--- src/rtl/xs3_pkg.sv ---
`default_nettype none
// ============================================================================
// Module   : xs3_pkg
// Purpose  : Shared constants, enums and the code-validity helper for the
//            bit-serial Excess-3 <-> BCD converter.
// Contents : XS3_OFFSET / XS3_MIN / XS3_MAX / BCD_MAX, mode_e, state_e,
//            code_invalid()
// Revision : 1.0 - initial release
// ============================================================================
package xs3_pkg;

    localparam logic [3:0] XS3_OFFSET = 4'd3;
    localparam logic [3:0] XS3_MIN    = 4'd3;
    localparam logic [3:0] XS3_MAX    = 4'd12;
    localparam logic [3:0] BCD_MAX    = 4'd9;

    typedef enum logic {
        MODE_XS3_TO_BCD = 1'b0,
        MODE_BCD_TO_XS3 = 1'b1
    } mode_e;

    typedef enum logic [0:0] {
        S_IDLE = 1'b0,
        S_RUN  = 1'b1
    } state_e;

    // An input nibble is flagged when it is not a legal code of the source
    // representation selected by the frame mode.
    function automatic logic code_invalid(input logic [3:0] raw, input mode_e m);
        if (m == MODE_XS3_TO_BCD)
            return (raw < XS3_MIN) || (raw > XS3_MAX);
        else
            return (raw > BCD_MAX);
    endfunction

endpackage
`default_nettype wire

--- src/rtl/xs3_bit_slice.sv ---
`default_nettype none
// ============================================================================
// Module   : xs3_bit_slice
// Purpose  : One serial step of adding (BCD->XS3) or subtracting (XS3->BCD)
//            a constant bit, with the carry/borrow held between bits.
// Ports    : clk, rst   - clock, synchronous active-high reset
//            en_i       - accepted bit this cycle (carry updates)
//            clr_i      - first bit of a nibble: carry-in forced to 0
//            mode_i     - 0 subtract (borrow), 1 add (carry)
//            a_i, c_i   - data bit, constant bit
//            sum_o      - combinational result bit
// Revision : 1.0 - initial release
// ============================================================================
module xs3_bit_slice (
    input  logic clk,
    input  logic rst,
    input  logic en_i,
    input  logic clr_i,
    input  logic mode_i,
    input  logic a_i,
    input  logic c_i,
    output logic sum_o
);

    logic cy_q;
    logic cy_d;
    logic w_cy;

    always_comb begin
        w_cy  = clr_i ? 1'b0 : cy_q;
        sum_o = a_i ^ c_i ^ w_cy;
        if (mode_i)
            cy_d = (a_i & c_i) | (a_i & w_cy) | (c_i & w_cy);
        else
            cy_d = (~a_i & c_i) | (~a_i & w_cy) | (c_i & w_cy);
    end

    always_ff @(posedge clk) begin
        if (rst)
            cy_q <= 1'b0;
        else if (en_i)
            cy_q <= cy_d;
    end

endmodule
`default_nettype wire

--- src/rtl/xs3_bcd_serial_conv.sv ---
`default_nettype none
// ============================================================================
// Module   : xs3_bcd_serial_conv
// Purpose  : Bit-serial multi-digit Excess-3 <-> BCD converter. Input is LSB
//            first per nibble, digit0 first. Emits converted serial bits,
//            each assembled digit and the whole frame word, and flags
//            invalid input codes.
// Ports    : clk, rst                  - clock, synchronous active-high reset
//            mode                      - 0 XS3->BCD, 1 BCD->XS3 (frame latched)
//            in_valid, in_bit, in_sof  - serial input, sof marks bit0/digit0
//            out_valid, out_bit        - converted bit, 1 cycle latency
//            digit_valid, digit, digit_err - per-digit result pulse
//            word_valid, word, word_err    - per-frame result pulse
// Revision : 1.0 - initial release
// ============================================================================
module xs3_bcd_serial_conv
    import xs3_pkg::*;
#(
    parameter int DIGITS     = 4,
    parameter int ERR_STICKY = 0
) (
    input  logic                  clk,
    input  logic                  rst,
    input  logic                  mode,
    input  logic                  in_valid,
    input  logic                  in_bit,
    input  logic                  in_sof,
    output logic                  out_valid,
    output logic                  out_bit,
    output logic                  digit_valid,
    output logic [3:0]            digit,
    output logic                  digit_err,
    output logic                  word_valid,
    output logic [4*DIGITS-1:0]   word,
    output logic                  word_err
);

    localparam int DW = (DIGITS > 1) ? $clog2(DIGITS) : 1;

    state_e                state_q, state_d;
    mode_e                 mode_q;
    logic [1:0]            bit_cnt_q;
    logic [DW-1:0]         dig_cnt_q;
    logic [3:0]            raw_q;
    logic [3:0]            conv_q;
    logic                  err_acc_q;
    logic [4*DIGITS-1:0]   word_acc_q;

    logic                  out_valid_q, out_bit_q, digit_valid_q, digit_err_q;
    logic                  word_valid_q, word_err_q;
    logic [3:0]            digit_q;
    logic [4*DIGITS-1:0]   word_q;

    logic                  w_first;
    logic [1:0]            w_k;
    logic [DW-1:0]         w_dig;
    mode_e                 w_mode;
    logic                  w_cbit;
    logic                  w_obit;
    logic                  w_last_bit;
    logic                  w_last_dig;
    logic [3:0]            w_raw;
    logic [3:0]            w_conv;
    logic                  w_err;
    logic                  w_frame_err;
    logic [4*DIGITS-1:0]   w_word;

    // in_sof overrides the counters so the current bit is treated as bit0 of
    // digit0; the mode of the first bit of a frame comes straight from the
    // input because mode_q is only loaded on that same edge.
    always_comb begin
        w_first     = in_sof || (bit_cnt_q == 2'd0 && dig_cnt_q == '0);
        w_k         = in_sof ? 2'd0 : bit_cnt_q;
        w_dig       = in_sof ? '0   : dig_cnt_q;
        w_mode      = w_first ? mode_e'(mode) : mode_q;
        w_cbit      = XS3_OFFSET[w_k];
        w_last_bit  = (w_k == 2'd3);
        w_last_dig  = (w_dig == DW'(DIGITS - 1));

        w_raw       = raw_q;
        w_raw[w_k]  = in_bit;
        w_conv      = conv_q;
        w_conv[w_k] = w_obit;
        w_err       = code_invalid(w_raw, w_mode);
        w_frame_err = (w_first ? 1'b0 : err_acc_q) | (w_last_bit & w_err);

        w_word      = word_acc_q;
        w_word[4*int'(w_dig) +: 4] = w_conv;
    end

    xs3_bit_slice u_slice (
        .clk    (clk),
        .rst    (rst),
        .en_i   (in_valid),
        .clr_i  (w_k == 2'd0),
        .mode_i (w_mode == MODE_BCD_TO_XS3),
        .a_i    (in_bit),
        .c_i    (w_cbit),
        .sum_o  (w_obit)
    );

    // Frame-tracking FSM
    always_comb begin
        state_d = state_q;
        if (in_valid) begin
            if (w_last_bit && w_last_dig)
                state_d = S_IDLE;
            else
                state_d = S_RUN;
        end
    end

    always_ff @(posedge clk) begin
        if (rst)
            state_q <= S_IDLE;
        else
            state_q <= state_d;
    end

    always_ff @(posedge clk) begin
        if (rst) begin
            mode_q        <= MODE_XS3_TO_BCD;
            bit_cnt_q     <= 2'd0;
            dig_cnt_q     <= '0;
            raw_q         <= 4'd0;
            conv_q        <= 4'd0;
            err_acc_q     <= 1'b0;
            word_acc_q    <= '0;
            out_valid_q   <= 1'b0;
            out_bit_q     <= 1'b0;
            digit_valid_q <= 1'b0;
            digit_q       <= 4'd0;
            digit_err_q   <= 1'b0;
            word_valid_q  <= 1'b0;
            word_q        <= '0;
            word_err_q    <= 1'b0;
        end else begin
            out_valid_q   <= in_valid;
            digit_valid_q <= 1'b0;
            word_valid_q  <= 1'b0;
            if (in_valid) begin
                out_bit_q  <= w_obit;
                bit_cnt_q  <= w_k + 2'd1;
                raw_q      <= w_raw;
                conv_q     <= w_conv;
                err_acc_q  <= w_frame_err;
                word_acc_q <= w_word;
                if (w_first)
                    mode_q <= mode_e'(mode);
                if (in_sof && ERR_STICKY != 0)
                    word_err_q <= 1'b0;
                if (w_last_bit) begin
                    digit_valid_q <= 1'b1;
                    digit_q       <= w_conv;
                    digit_err_q   <= w_err;
                    dig_cnt_q     <= w_last_dig ? '0 : w_dig + DW'(1);
                    if (w_last_dig) begin
                        word_valid_q <= 1'b1;
                        word_q       <= w_word;
                        word_err_q   <= (ERR_STICKY != 0) ? (word_err_q | w_frame_err)
                                                          : w_frame_err;
                    end
                end else begin
                    dig_cnt_q <= w_dig;
                end
            end
        end
    end

    assign out_valid   = out_valid_q;
    assign out_bit     = out_bit_q;
    assign digit_valid = digit_valid_q;
    assign digit       = digit_q;
    assign digit_err   = digit_err_q;
    assign word_valid  = word_valid_q;
    assign word        = word_q;
    assign word_err    = word_err_q;

endmodule
`default_nettype wire

--- config.mk ---
export PLATFORM = sky130hd
export DESIGN_NAME = xs3_bcd_serial_conv
export DESIGN_NICKNAME = d
export VERILOG_FILES = /design/src/rtl/xs3_pkg.sv /design/src/rtl/xs3_bit_slice.sv /design/src/rtl/xs3_bcd_serial_conv.sv
export SDC_FILE = /design/constraint.sdc
export NUM_CORES = 1
export LEC_CHECK = 0
export ABC_AREA = 0
export CAP_MARGIN = 25
export CORE_UTILIZATION = 59
export CTS_CLUSTER_SIZE = 10
export DETAILED_ROUTE_END_ITERATION = 6
export GPL_ROUTABILITY_DRIVEN = 1
export MAX_ROUTING_LAYER = met4
export PLACE_DENSITY = 0.84
export SYNTH_ARGS = -nofsm -noshare
export SYNTH_HDL_FRONTEND = slang
export SYNTH_SLANG_ARGS = --single-unit
export TNS_END_PERCENT = 30
--- constraint.sdc ---
create_clock -name clk -period 3.1 [get_ports clk]
set_input_delay 0.31 -clock clk [delete_from_list [all_inputs] [get_ports clk]]
set_output_delay 0.31 -clock clk [all_outputs]
set_load 0.02 [all_outputs]
Fig. 1: clock network drawn from the DEF
Scale bar: 20 microns.
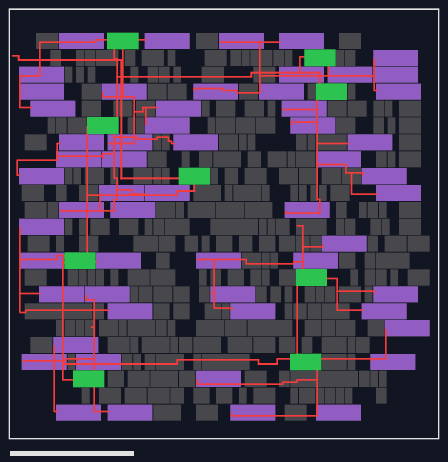
legend:
  purple:
    item: flip-flops
    count: 57
  red:
    item: clock wires
    length: 695 microns
  green:
    item: clock drivers
    count: 9
flops lie: spread over the die
Clock Power: 0.765 mW
worst-case clock skew: 0.00976 ns
clock latency on the worst-skew pair: 0.34 ns
clock power share: 45.9%

Fig. 2: power grid
Scale bar: 20 microns. Pins as bars on the die edge.
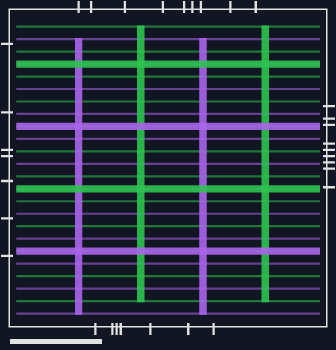
legend:
  purple:
    net: VSS
  green:
    net: VDD
met1 rails: 24
rows: 23
met4 straps: 4
signal pins: 32
met5 straps: 4

==> impl_results.html <==
<p>Metrics extracted from the flow reports.</p>
<table>
<tr><th>Metric</th><th>Value</th></tr>
<tr><th colspan="2">Timing</th></tr>
<tr><td>Shortest clock period the worst path allows after layout</td><td>2.48 ns</td></tr>
<tr><td>Setup TNS Final</td><td>0 ns</td></tr>
<tr><td>Unrepaired setup endpoints after global routing</td><td>false</td></tr>
<tr><td>Fraction of the cycle the final worst path needs</td><td>80.0%</td></tr>
<tr><td>Transition time of the tightest slew-check pin</td><td>0.513 ns</td></tr>
<tr><td>Post-layout worst setup margin</td><td>0.622 ns</td></tr>
<tr><td>Number of failing setup endpoints in the final timing report</td><td>0</td></tr>
<tr><td>Post-route worst hold slack</td><td>~0.45 ns</td></tr>
<tr><td>Number of failing hold endpoints at the final stage</td><td>0</td></tr>
<tr><th colspan="2">Floorplanning</th></tr>
<tr><td>Die width</td><td>a little under 70 microns</td></tr>
<tr><td>Core Box Area</td><td>4140 sq um</td></tr>
<tr><td>Number of rows in the core area</td><td>23</td></tr>
<tr><td>Vertical die dimension</td><td>roughly 69 microns</td></tr>
<tr><td>I/O pins</td><td>32</td></tr>
<tr><td>Tapcell count</td><td>roughly 50</td></tr>
<tr><td>FP Util</td><td>63.7%</td></tr>
<tr><td>Area of the die</td><td>approximately 4700 sq um</td></tr>
<tr><th colspan="2">Job</th></tr>
<tr><td>OpenROAD warning count</td><td>36</td></tr>
<tr><th colspan="2">Synth</th></tr>
<tr><td>Yosys stat chip area</td><td>about 2600 sq um</td></tr>
<tr><td>Multiplexer fraction of the synthesized cell area</td><td>approximately 3.6%</td></tr>
<tr><td>Leading area contributor after synthesis</td><td>sky130_fd_sc_hd__dfxtp_1</td></tr>
<tr><td>Number of synthesized flops with an enable pin</td><td>0</td></tr>
<tr><td>Proportion of synthesized chip area in sequential cells</td><td>a little over two fifths</td></tr>
<tr><td>Ao+oa area frac</td><td>a little over a fifth</td></tr>
<tr><td>Net count entering floorplan</td><td>~320</td></tr>
<tr><td>Ys flops</td><td>roughly 57</td></tr>
<tr><td>Synth Area in XOR/XNOR</td><td>0.332%</td></tr>
<tr><td>Dominant non-sequential cell family after synthesis</td><td>AND-OR/OR-AND gates</td></tr>
<tr><td>Async set-reset flop share out of synthesis</td><td>0%</td></tr>
<tr><td>Basic-gate share of the synthesized area counting and, or, nand and nor cells</td><td>roughly 20%</td></tr>
<tr><th colspan="2">Hold path</th></tr>
<tr><td>Cell count of the worst hold path</td><td>2</td></tr>
<tr><th colspan="2">Detailed routing</th></tr>
<tr><td>DRC violation count after routing</td><td>0</td></tr>
<tr><td>First-pass DRT Iterations</td><td>4</td></tr>
<tr><td>Final ANT Viol Nets</td><td>0</td></tr>
<tr><td>Total wire length</td><td>6220 microns</td></tr>
<tr><td>Total routed wire length on the met1 layer</td><td>around 2800 microns</td></tr>
<tr><th colspan="2">Layout</th></tr>
<tr><td>Area-dominant cell class after layout</td><td>combinational gates</td></tr>
<tr><td>Signed area change from the synthesized netlist to the final layout</td><td>21.7%</td></tr>
<tr><td>Multi-input gate area</td><td>approximately 1400 sq um</td></tr>
<tr><td>Multi-input gate share of total cell area</td><td>42.7%</td></tr>
<tr><td>Signal buffers</td><td>about 40</td></tr>
<tr><td>Non-clock inverters</td><td>12</td></tr>
<tr><td>Number of non-filler instances in the completed layout</td><td>between 300 and 400</td></tr>
<tr><td>Top library cells by usage in the layout, fill and taps aside</td><td>sky130_fd_sc_hd__nor2_1, sky130_fd_sc_hd__dfxtp_1, sky130_fd_sc_hd__clkdlybuf4s50_1</td></tr>
<tr><td>Register share of the cell area</td><td>a little over a third</td></tr>
<tr><td>Number of filler cells placed in the layout</td><td>294</td></tr>
<tr><td>Area share of buffers outside the clock network</td><td>11.8%</td></tr>
<tr><th colspan="2">Critical path</th></tr>
<tr><td>Type of the worst setup path</td><td>in2reg</td></tr>
<tr><td>CP max FO</td><td>11</td></tr>
<tr><td>Logic depth of the worst register-to-register path</td><td>8</td></tr>
<tr><td>Data required time of the critical path</td><td>about 3.3 ns</td></tr>
<tr><td>Levels on crit path</td><td>9</td></tr>
<tr><td>Dominant delay contributor by cell family on the critical path</td><td>simple AND/OR/NAND/NOR gates</td></tr>
<tr><td>Ordered list of cells on the worst path</td><td>clkdlybuf4s50_1 &gt; nand2b_1 &gt; inv_1 &gt; ha_1 &gt; and2_1 &gt; nand2_1 &gt; buf_4 &gt; a221oi_1 &gt; nor2_1</td></tr>
<tr><td>Setup crit start</td><td>in_sof</td></tr>
<tr><td>Buffers &amp; Inverters on Critical Path</td><td>3</td></tr>
<tr><td>Max stage delay cell, worst path</td><td>sky130_fd_sc_hd__clkdlybuf4s50_1</td></tr>
<tr><td>Critical Path End Type</td><td>flop</td></tr>
<tr><th colspan="2">Global routing</th></tr>
<tr><td>Via count of the first global-routing pass</td><td>2178</td></tr>
<tr><td>Wire length of the first global-routing pass</td><td>between 10000 and 15000 microns</td></tr>
<tr><td>Grt met2 use</td><td>between 40% and 50%</td></tr>
<tr><td>GRT met3 Usage</td><td>under 10%</td></tr>
<tr><td>Largest net degree at the start of global routing</td><td>around 40</td></tr>
<tr><td>Busiest layer in global routing</td><td>met2</td></tr>
<tr><th colspan="2">Placement</th></tr>
<tr><td>Placed cell area</td><td>about 3000 sq um</td></tr>
<tr><td>Post-Place Worst Slack</td><td>roughly 0.32 ns</td></tr>
<tr><td>Last weighted congestion value of the routability-driven placer</td><td>roughly 0.85</td></tr>
<tr><th colspan="2">Clocking</th></tr>
<tr><td>CTS-repair resized insts</td><td>0</td></tr>
<tr><td>CTS tree</td><td>yes</td></tr>
<tr><td>Maximum buffer depth of the clock tree</td><td>2</td></tr>
<tr><td>Clock-pin slew on the worst setup and hold paths</td><td>around 0.070 ns</td></tr>
<tr><td>Number of hold buffers added after cts</td><td>0</td></tr>
<tr><th colspan="2">Power and ir drop</th></tr>
<tr><td>Leakage</td><td>1.28 nW</td></tr>
<tr><td>Total chip power</td><td>roughly 1.7 mW</td></tr>
<tr><td>Biggest consumer</td><td>clock</td></tr>
<tr><td>Switching Power</td><td>~0.38 mW</td></tr>
<tr><td>Fraction of power consumed by sequential logic</td><td>between 40% and 50%</td></tr>
<tr><td>Power density relative to cell area</td><td>around 520 nW/um^2</td></tr>
<tr><td>Max VDD drop</td><td>between 500 and 600 uV</td></tr>
<tr><td>Switching portion of total power</td><td>between 20% and 30%</td></tr>
<tr><th colspan="2">Status</th></tr>
<tr><td>Status</td><td>completed</td></tr>
</table>
Fig. 3: routed metal, one color a layer
Scale bar: 20 microns.
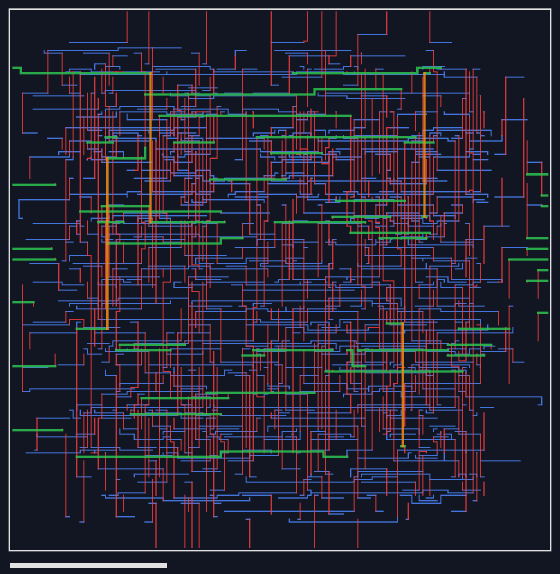
legend:
  orange:
    layer: metal 4
    wire_length: 74.8 microns
  green:
    layer: metal 3
    wire_length: 455 microns
  red:
    layer: metal 2
    wire_length: 2840 microns
  blue:
    layer: metal 1
    wire_length: 2850 microns

Fig. 4: clock nets
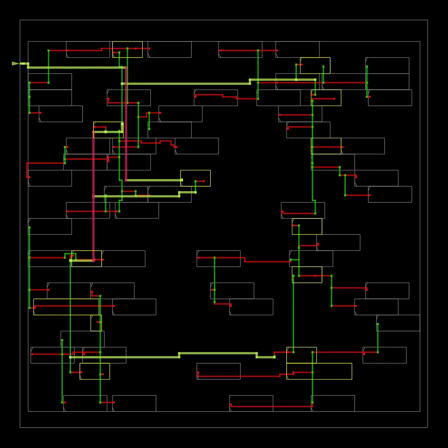
clock sink count: 57
clk_buf instances: 11
number of buffers inserted during clock tree synthesis: 9
total number of sequential cells: 57

Power figures rest on the tool's default switching activity, not on a simulated workload.
